<file path="config.mk">
export PLATFORM = sky130hd
export DESIGN_NAME = tt3_sweep_capture_flat
export DESIGN_NICKNAME = d
export VERILOG_FILES = /design/src/rtl/tt3_sweep_capture_pkg.sv /design/src/rtl/tt3_sweep_capture_if.sv /design/src/rtl/tt3_sweep_capture_settle_timer.sv /design/src/rtl/tt3_sweep_capture.sv /design/src/flat_wrapper.sv
export SDC_FILE = /design/constraint.sdc
export NUM_CORES = 1
export LEC_CHECK = 0
export CAP_MARGIN = 0
export CORE_MARGIN = 2
export CORE_UTILIZATION = 30
export CTS_CLUSTER_SIZE = 16
export DETAILED_ROUTE_END_ITERATION = 12
export PLACE_DENSITY = 0.61
export REMOVE_ABC_BUFFERS = 1
export SETUP_SLACK_MARGIN = 0.15
export SYNTH_ARGS = -nofsm -noshare
export SYNTH_HDL_FRONTEND = slang
export SYNTH_SLANG_ARGS = --single-unit
</file>
<file path="constraint.sdc">
create_clock -name clk -period 5.4 [get_ports clk]
set_clock_uncertainty 0.2 [all_clocks]
set_input_delay 0.81 -clock clk [delete_from_list [all_inputs] [get_ports clk]]
set_output_delay 0.81 -clock clk [all_outputs]
set_load 0.05 [all_outputs]
</file>
<file path="src/rtl/tt3_sweep_capture_pkg.sv">
// Shared types and constants for the 3-input truth-table sweep/capture block.
package tt3_pkg;

    localparam int ROW_W    = 3;
    localparam int NUM_ROWS = 8;
    localparam int TT_W     = 8;

    typedef enum logic [1:0] {
        IDLE,
        RUN,
        DONE
    } tt3_state_t;

    // Tables are stored MSB-first, so row 0 lands in bit 7.
    function automatic logic [ROW_W-1:0] tt_bit_idx(input logic [ROW_W-1:0] row);
        return ROW_W'(NUM_ROWS - 1) - row;
    endfunction

endpackage

</file>
<file path="src/rtl/tt3_sweep_capture_if.sv">
// Bundle between the sweep/capture engine (master) and the block under test plus its controller (slave).
interface tt3_sweep_capture_if;
    import tt3_pkg::*;

    logic            start;
    logic            in1;
    logic            in2;
    logic            in3;
    logic            dut_out;
    logic            busy;
    logic            done;
    logic [TT_W-1:0] truth_table;
    logic            match;
    logic            unstable;

    modport master (
        input  start,
        input  dut_out,
        output in1,
        output in2,
        output in3,
        output busy,
        output done,
        output truth_table,
        output match,
        output unstable
    );

    modport slave (
        output start,
        output dut_out,
        input  in1,
        input  in2,
        input  in3,
        input  busy,
        input  done,
        input  truth_table,
        input  match,
        input  unstable
    );

endinterface

</file>
<file path="src/rtl/tt3_sweep_capture_settle_timer.sv">
// Per-row settle down-counter: flags the last and second-to-last cycle of each row window.
module tt3_settle_timer #(
    parameter int SETTLE_CYCLES = 4
) (
    input  logic clk,
    input  logic rst,
    input  logic i_load,
    input  logic i_en,
    output logic o_last_cycle,
    output logic o_penultimate_cycle
);

    localparam int               CNT_W  = $clog2(SETTLE_CYCLES + 1);
    localparam logic [CNT_W-1:0] RELOAD = CNT_W'(SETTLE_CYCLES - 1);

    logic [CNT_W-1:0] r_cnt;

    // NOTE: sequential state uses non-blocking assignments so every flop samples pre-edge values.
    always_ff @(posedge clk) begin
        if (rst) begin
            r_cnt <= '0;
        end else if (i_load) begin
            r_cnt <= RELOAD;
        end else if (i_en && (r_cnt != '0)) begin
            r_cnt <= r_cnt - 1'b1;
        end
    end

    assign o_last_cycle        = (r_cnt == '0);
    assign o_penultimate_cycle = (r_cnt == CNT_W'(1));

endmodule

</file>
<file path="src/rtl/tt3_sweep_capture.sv">
// Drives all 8 input rows of a 3-input block, captures its output per row and compares to EXPECTED_TT.
// Optional dual-sample stability check enabled by defining TT3_STABILITY_CHECK_EN.
module tt3_sweep_capture
    import tt3_pkg::*;
#(
    parameter int              SETTLE_CYCLES = 4,
    parameter logic [TT_W-1:0] EXPECTED_TT   = 8'h7D
) (
    input  logic          clk,
    input  logic          rst,
    tt3_sweep_capture_if.master bus
);

`ifdef TT3_STABILITY_CHECK_EN
    if (SETTLE_CYCLES < 2) begin : g_bad_settle
        $error("tt3_sweep_capture: SETTLE_CYCLES must be >= 2 with the stability check");
    end
`else
    if (SETTLE_CYCLES < 1) begin : g_bad_settle
        $error("tt3_sweep_capture: SETTLE_CYCLES must be >= 1");
    end
`endif

    tt3_state_t       r_state;
    logic [ROW_W-1:0] r_row;
    logic [TT_W-1:0]  r_cap;
    logic [TT_W-1:0]  r_tt;
    logic             r_busy;
    logic             r_done;
    logic             r_match;
    logic             r_unstable;

    logic             w_accept;
    logic             w_last;
    logic             w_pen;
    logic             w_row_end;
    logic             w_unst_next;
    logic [TT_W-1:0]  w_cap_next;

    assign w_accept  = (r_state == IDLE) && bus.start;
    assign w_row_end = (r_state == RUN) && w_last;

    tt3_settle_timer #(
        .SETTLE_CYCLES(SETTLE_CYCLES)
    ) u_timer (
        .clk                (clk),
        .rst                (rst),
        .i_load             (w_accept || w_row_end),
        .i_en               (r_state == RUN),
        .o_last_cycle       (w_last),
        .o_penultimate_cycle(w_pen)
    );

    // NOTE: every always_comb output gets a default first so no latch is inferred.
    always_comb begin
        w_cap_next                    = r_cap;
        w_cap_next[tt_bit_idx(r_row)] = bus.dut_out;
    end

`ifdef TT3_STABILITY_CHECK_EN
    logic r_pen_sample;
    logic r_unst_acc;

    always_ff @(posedge clk) begin
        if (rst) begin
            r_pen_sample <= 1'b0;
            r_unst_acc   <= 1'b0;
        end else if (w_accept) begin
            r_unst_acc <= 1'b0;
        end else if (r_state == RUN) begin
            if (w_pen) begin
                r_pen_sample <= bus.dut_out;
            end
            if (w_last && (bus.dut_out != r_pen_sample)) begin
                r_unst_acc <= 1'b1;
            end
        end
    end

    // Includes the row being closed this cycle so the final row counts too.
    assign w_unst_next = r_unst_acc || (w_last && (bus.dut_out != r_pen_sample));
`else
    logic w_unused_pen;
    assign w_unused_pen = w_pen;
    assign w_unst_next  = 1'b0;
`endif

    always_ff @(posedge clk) begin
        if (rst) begin
            r_state    <= IDLE;
            r_row      <= '0;
            r_cap      <= '0;
            r_tt       <= '0;
            r_busy     <= 1'b0;
            r_done     <= 1'b0;
            r_match    <= 1'b0;
            r_unstable <= 1'b0;
        end else begin
            case (r_state)
                IDLE: begin
                    r_done <= 1'b0;
                    if (bus.start) begin
                        r_state    <= RUN;
                        r_busy     <= 1'b1;
                        r_row      <= '0;
                        r_cap      <= '0;
                        r_tt       <= '0;
                        r_match    <= 1'b0;
                        r_unstable <= 1'b0;
                    end
                end
                RUN: begin
                    if (w_last) begin
                        r_cap <= w_cap_next;
                        if (r_row == ROW_W'(NUM_ROWS - 1)) begin
                            // Last row sampled: publish results and park stimulus at row 0.
                            r_state    <= DONE;
                            r_busy     <= 1'b0;
                            r_done     <= 1'b1;
                            r_row      <= '0;
                            r_tt       <= w_cap_next;
                            r_unstable <= w_unst_next;
                            r_match    <= (w_cap_next == EXPECTED_TT) && !w_unst_next;
                        end else begin
                            r_row <= r_row + 1'b1;
                        end
                    end
                end
                DONE: begin
                    r_done  <= 1'b0;
                    r_state <= IDLE;
                end
                default: begin
                    r_state <= IDLE;
                end
            endcase
        end
    end

    assign bus.in1         = r_row[2];
    assign bus.in2         = r_row[1];
    assign bus.in3         = r_row[0];
    assign bus.busy        = r_busy;
    assign bus.done        = r_done;
    assign bus.truth_table = r_tt;
    assign bus.match       = r_match;
    assign bus.unstable    = r_unstable;

endmodule

</file>
<file path="src/flat_wrapper.sv">
// flat-port wrapper written by rule: the top's interface ports become plain ports
module tt3_sweep_capture_flat import tt3_pkg::*;
#(
    parameter int              SETTLE_CYCLES = 4,
    parameter logic [TT_W-1:0] EXPECTED_TT   = 8'h7D
)
  (clk, rst, bus_start, bus_dut_out, bus_in1, bus_in2, bus_in3, bus_busy, bus_done, bus_truth_table, bus_match, bus_unstable);
  tt3_sweep_capture_if bus_i ();
  input  logic clk;
  input  logic rst;
  input wire logic [$bits(bus_i.start)-1:0] bus_start;
  input wire logic [$bits(bus_i.dut_out)-1:0] bus_dut_out;
  output wire logic [$bits(bus_i.in1)-1:0] bus_in1;
  output wire logic [$bits(bus_i.in2)-1:0] bus_in2;
  output wire logic [$bits(bus_i.in3)-1:0] bus_in3;
  output wire logic [$bits(bus_i.busy)-1:0] bus_busy;
  output wire logic [$bits(bus_i.done)-1:0] bus_done;
  output wire logic [$bits(bus_i.truth_table)-1:0] bus_truth_table;
  output wire logic [$bits(bus_i.match)-1:0] bus_match;
  output wire logic [$bits(bus_i.unstable)-1:0] bus_unstable;
  assign bus_i.start = bus_start;
  assign bus_i.dut_out = bus_dut_out;
  assign bus_in1 = bus_i.in1;
  assign bus_in2 = bus_i.in2;
  assign bus_in3 = bus_i.in3;
  assign bus_busy = bus_i.busy;
  assign bus_done = bus_i.done;
  assign bus_truth_table = bus_i.truth_table;
  assign bus_match = bus_i.match;
  assign bus_unstable = bus_i.unstable;
  tt3_sweep_capture #(.SETTLE_CYCLES(SETTLE_CYCLES), .EXPECTED_TT(EXPECTED_TT)) u_core (.clk(clk), .rst(rst), .bus(bus_i));
endmodule
</file>
==> run_1/flops_by_reg.png <==
Other sequential cells in the stronger grey, the rest of the logic in the fainter grey.
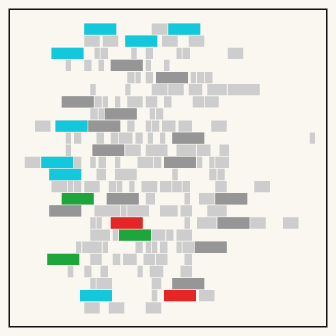
legend:
  u_core.r_state:
    colour: red
    flops: 2
  u_core.u_timer.r_cnt:
    colour: green
    flops: 3
  u_core.bus.truth_table:
    colour: cyan
    flops: 8
not coloured: 14

==> run_1/clk_routes.png <==
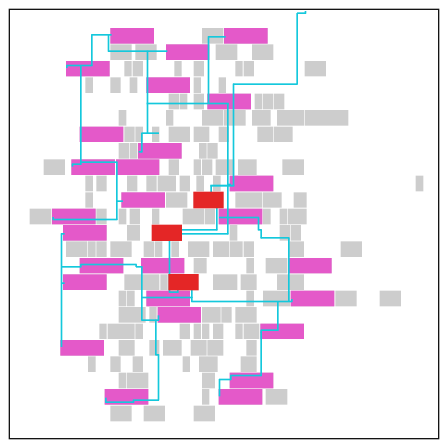
legend:
  clock wires:
    colour: cyan
    length: 375 um
  clock drivers:
    colour: red
    count: 3
  flip-flops:
    colour: magenta
    count: 27
routed clock nets: 4

==> run_1/placement_by_type.png <==
The bar under the picture is 20 um long.
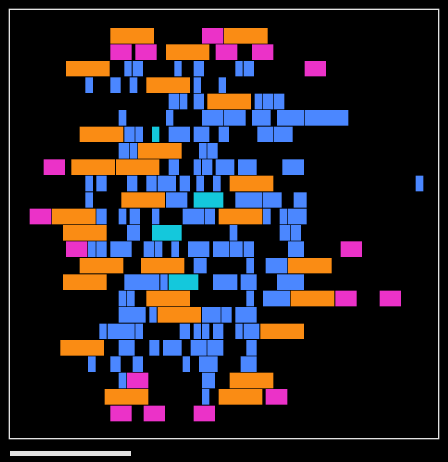
legend:
  sequential cells:
    colour: orange
    cells: 27
    share_of_their_area: 36%
  combinational and other logic:
    colour: blue
    cells: 120
    share_of_their_area: 50%
  remaining buffers and delay cells:
    colour: magenta
    cells: 17
    share_of_their_area: 11%
  clock drivers and dummy loads:
    colour: cyan
    cells: 4
    share_of_their_area: 3.0%

[run 1: flip-flops by register name, indices dropped and copies added, names as in the netlist]
register	flops
u_core.bus.busy	1
u_core.bus.done	1
u_core.bus.match	1
u_core.bus.truth_table	8
u_core.r_cap	8
u_core.r_row	3
u_core.r_state	2
u_core.u_timer.r_cnt	3
[run 1: worst reg2reg max path: cells and delay by family, from the launching register on]
kind / cells / cell delay, ps
adder cells (fa/ha/maj): 2 / 520
AND/OR/NAND/NOR: 1 / 130
flip-flops: 1 / 690
AND-OR/OR-AND: 3 / 670
[run 1: area by class of cell]
| type | instances | area [um^2] |
|---|---|---|
| inverter | 6 | 22.5 |
| tap | 52 | 65.1 |
| clock buffer | 4 | 45.0 |
| fill | 486 | 2760 |
| sequential | 27 | 541 |
| multi-input combinational | 114 | 721 |
| timing repair buffer | 17 | 170 |
[run 1: worst max-delay path by stage]
stage / startpoint / endpoint / slack, ps / depth (start not counted)
2_1_floorplan: u_core.r_row[1] / u_core.bus.match / 3050 / 6
3_3_place_gp: rst / u_core.r_cap[4] / 2640 / 5
3_5_place_dp: rst / u_core.r_cap[4] / 2590 / 5
4_1_cts: u_core.r_row[1] / bus_in2 / 2490 / 1
5_1_grt: u_core.r_row[0] / bus_in3 / 2420 / 1
6_report: u_core.r_row[1] / bus_in2 / 2510 / 1
[run 1: power groups by stage]
| stage | combinational, mW | clock (mW) | sequential, mW |
|---|---|---|---|
| 2_1_floorplan | 0.0263 | 0 | 0.216 |
| 3_3_place_gp | 0.0435 | 0 | 0.213 |
| 3_5_place_dp | 0.0444 | 0 | 0.213 |
| 4_1_cts | 0.0445 | 0.121 | 0.208 |
| 5_1_grt | 0.0489 | 0.127 | 0.209 |
| 6_report | 0.0438 | 0.116 | 0.208 |
[run 1: metal layers]
metal | wire, um | share of wire | up-vias | GRT usage
met5 | 0 | 0 | - | 0
met4 | 0 | 0 | 0 | 0.0398
met3 | 66 | 0.024 | 0 | 0.0214
met2 | 1300 | 0.48 | 14 | 0.175
met1 | 1350 | 0.50 | 495 | 0.160
li1 | - | - | 563 | -
[run 1: stage by stage]
| step | hold slack, ps | cell area [um^2] | cells |
|---|---|---|---|
| after floorplan | 225 | 1280 | 147 |
| after global placement | 252 | 1520 | 216 |
| after detailed placement | 245 | 1520 | 216 |
| after CTS | 268 | 1560 | 220 |
| after global routing | 285 | 1560 | 220 |
| final | 267 | 1560 | 220 |
[run 1: kinds of logic (layout without fill, tap and decap cells)]
group | count (synthesis) | in the layout | share of synthesized area
flip-flops | 27 | 27 | 0.402
adder cells (fa/ha/maj) | 4 | 4 | 0.0372
AND/OR/NAND/NOR | 63 | 63 | 0.259
XOR/XNOR | 1 | 1 | 0.00652
other | 1 | 1 | 0.00279
multiplexers | 7 | 7 | 0.0521
buffers and inverters | 15 | 27 | 0.0614
AND-OR/OR-AND | 38 | 38 | 0.179
==> COMMIT_EDITMSG, run 1 <==
Add synthesis and place-and-route results

- The number of clock sinks came to 27.
- The number of antenna violations at the first check in global routing was 0.
* Instance count of the mapped netlist: 156
* CTS H-tree lvls: 1
- Final routed wire length divided by cell count: 12.4 um
* Arrival time of the worst setup path: 1880 ps
* Status: completed
* Highest attainable clock frequency: 346 MHz
- Each instance of the synthesized netlist takes up on average 8.61 um^2.
- At the end of the flow, the number of nets in the layout was 177.
* Launch point of the worst reg-to-reg path: u_core.r_row[1]
* Register share after synthesis: 0.402
- Area of the synthesized netlist per yosys stat: 1340 um^2
- Count of flip-flops with a built-in enable after synthesis: 0
* GRT Residual Overflow: 0
- Setup repair after global routing missed its margin: no
- Largest driver fanout on the critical path: 17
- During synthesis, Yosys emitted a total of 0 warnings.
* End-of-flow core utilization: 0.362
- Height of the die: 70.9 um
* Area Overhead vs Synth: 16.4%
* Final hold violation count: 0
* Number of buffer and inverter stages on the critical path: 1
* Number of gates resized after cts: 0
==> run_1/congestion.png <==
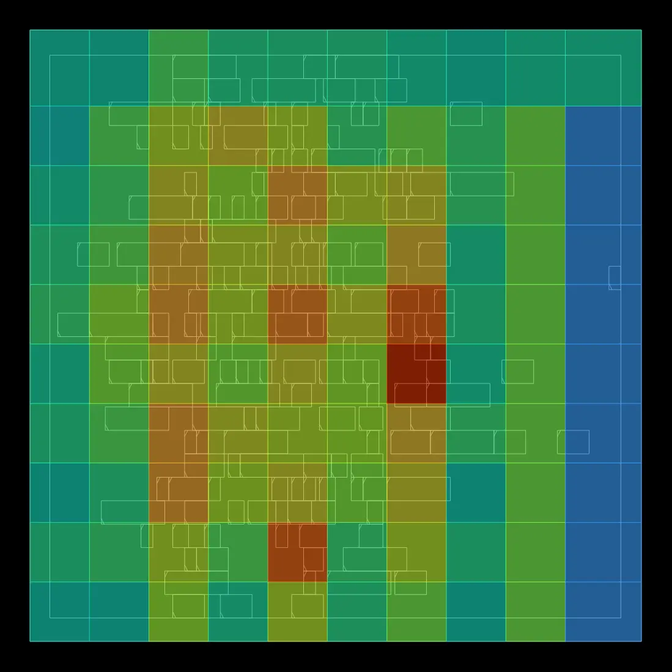

## Run 2: what changed since run 1
clock period = 2.7 ns   (was 5.4 ns; I/O delays follow)
==> run_2/congestion.png <==
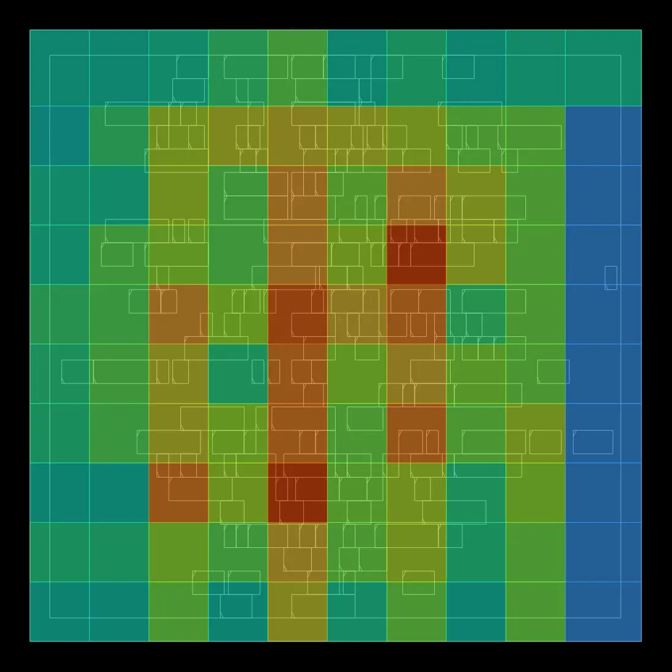
layer carrying the most global-route usage: met2
met2 Use GR: 0.188
final routed wire length divided by cell count: 12.9 um

==> run 2 against run 1 <==
Compared with the run above: wire length increased by 5.2%; global-route usage increased by 1.0 points; core utilization increased by 0.32 points; worst hold slack improved by 22 ps; synthesized area unchanged; first-iteration DRC count increased by 150%.
==> COMMIT_EDITMSG, run 2 <==
Add synthesis and place-and-route results

- In this run the worst setup path begins at u_core.r_row[0].
- Count of placed standard cells including taps: 217
* Highest attainable clock frequency: 439 MHz
- Max-slew check failures listed in the final report amount to 0.
* Max transition margin: 0.641
- Setup repair after global routing missed its margin: no
- Largest driver fanout on the critical path: 18
* Syn Area/Cell: 8.61 um^2
* Launch point of the worst reg-to-reg path: u_core.r_row[2]
- CTS H-tree lvls: 1
- Grouping non-sequential cells by family puts the most area in simple AND/OR/NAND/NOR gates.
* Tally of yosys warning messages: 0
- Yosys reports the multiplexer fraction of the synthesized area as 0.0521.
- Required @ worst endpoint: 2100 ps
* Total clock sinks: 27
- Boundary Pins: 19
* Register share after synthesis: 0.402
- GRT Residual Overflow: 0
* Area of the synthesized netlist per yosys stat: 1340 um^2
* Number of antenna violations at the first check in global routing: 0
- P_leak: 0.645 nW
- In the final layout, the fill cell count is 466.
- The floorplan step set the die height to 70.9 um.
- Non-filler cells, final: 221
* Final hold violation count: 0
* Fin Hold WS: 289 ps
* Die boundary width: 70.9 um
* Post-Synth Simple-Gate Area: 0.259
- Core area: 4320 um^2
- The final report lists the setup-violating endpoint count as 0.
- Post-synthesis share of cell area spent on and-or and or-and gates: 0.179
* Switching power: 0.194 mW
- Data arrives at the worst endpoint at 1670 ps.
* Adder share: 0.0372
- The run finished with clean final reports.
* Transition time at the pin with the least slew margin: 538 ps
- According to the finish report, the design has a final net count of 178.
- Synthesis produced a netlist whose cell count is 156.
- Total global-route track usage over all layers is 0.124.
- Count of flip-flops with a built-in enable after synthesis: 0
* Parity-gate share of the synthesized area counting xor and xnor cells: 0.00652
* Number of buffer and inverter stages on the critical path: 1
- Number of OpenROAD warnings: 25
- Area Overhead vs Synth: 17.4%
==> run_2/clk_routes.png <==
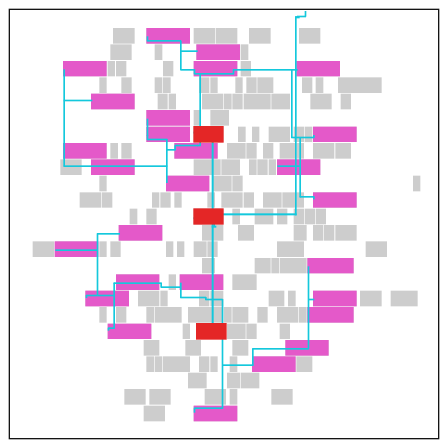
legend:
  flip-flops:
    colour: magenta
    count: 27
  clock wires:
    colour: cyan
    length: 343 um
  clock drivers:
    colour: red
    count: 3
routed clock nets: 4

## run 2: kinds of logic (layout without fill, tap and decap cells)
logic type               after synthesis  after routing
other                                  1              1
AND/OR/NAND/NOR                       63             63
XOR/XNOR                               1              1
buffers and inverters                 15             28
adder cells (fa/ha/maj)                4              4
AND-OR/OR-AND                         38             38
flip-flops                            27             27
multiplexers                           7              7
## run 2: final cells by class
| type | instances | area (um^2) | area share |
|---|---|---|---|
| flip-flops and latches | 27 | 543 | 0.344 |
| clock inverters | 1 | 5.00 | 0.00317 |
| multi-input cells | 114 | 721 | 0.457 |
| inverters | 6 | 22.5 | 0.0143 |
| repair buffers | 18 | 180 | 0.114 |
| well taps | 52 | 65.1 | 0.0412 |
| clock buffers | 3 | 41.3 | 0.0262 |
## run 2: per-stage QoR
stage / total power, mW / utilization / instance area (um^2) / setup WS (ps)
after floorplan: 0.484 / - / 1280 / 347
after global placement: 0.515 / 0.353 / 1530 / 318
after detailed placement: 0.517 / 0.353 / 1530 / 328
after CTS: 0.748 / 0.364 / 1570 / 206
after global routing: 0.771 / 0.365 / 1580 / 275
final: 0.737 / 0.365 / 1580 / 424
## run 2: what timing repair did
action | 4_1_cts | 5_1_grt
resized | 0 | 3
setup endpoints to repair | 0 | 5
hold buffers | 0 | 0
buffers inserted | 0 | 0
## run 2: per-layer routing
layer | global-route usage | vias up | wire [um] | share of wire
li1 | - | 565 | - | -
met1 | 0.175 | 500 | 1440 | 0.50
met2 | 0.188 | 12 | 1290 | 0.45
met3 | 0.0171 | 5 | 62 | 0.022
met4 | 0.0566 | 0 | 65 | 0.023
met5 | 0 | - | 0 | 0
## run 2: power by group through the flow
stage | clock network [mW] | logic, mW | registers (mW)
floorplan | 0 | 0.0527 | 0.431
global placement | 0 | 0.0898 | 0.425
detailed placement | 0 | 0.0909 | 0.426
CTS | 0.241 | 0.0910 | 0.417
global route | 0.252 | 0.100 | 0.419
finish | 0.231 | 0.0896 | 0.417
## run 2: final timing paths
check / endpoint / slack, ps / cells past startpoint
max reg2reg: u_core.bus.truth_table[2] / 530 / 6
min reg2reg: u_core.r_cap[1] / 290 / 2
min: u_core.r_cap[1] / 290 / 2
max: bus_in3 / 420 / 1
Power is estimated from default activity; no workload was simulated.
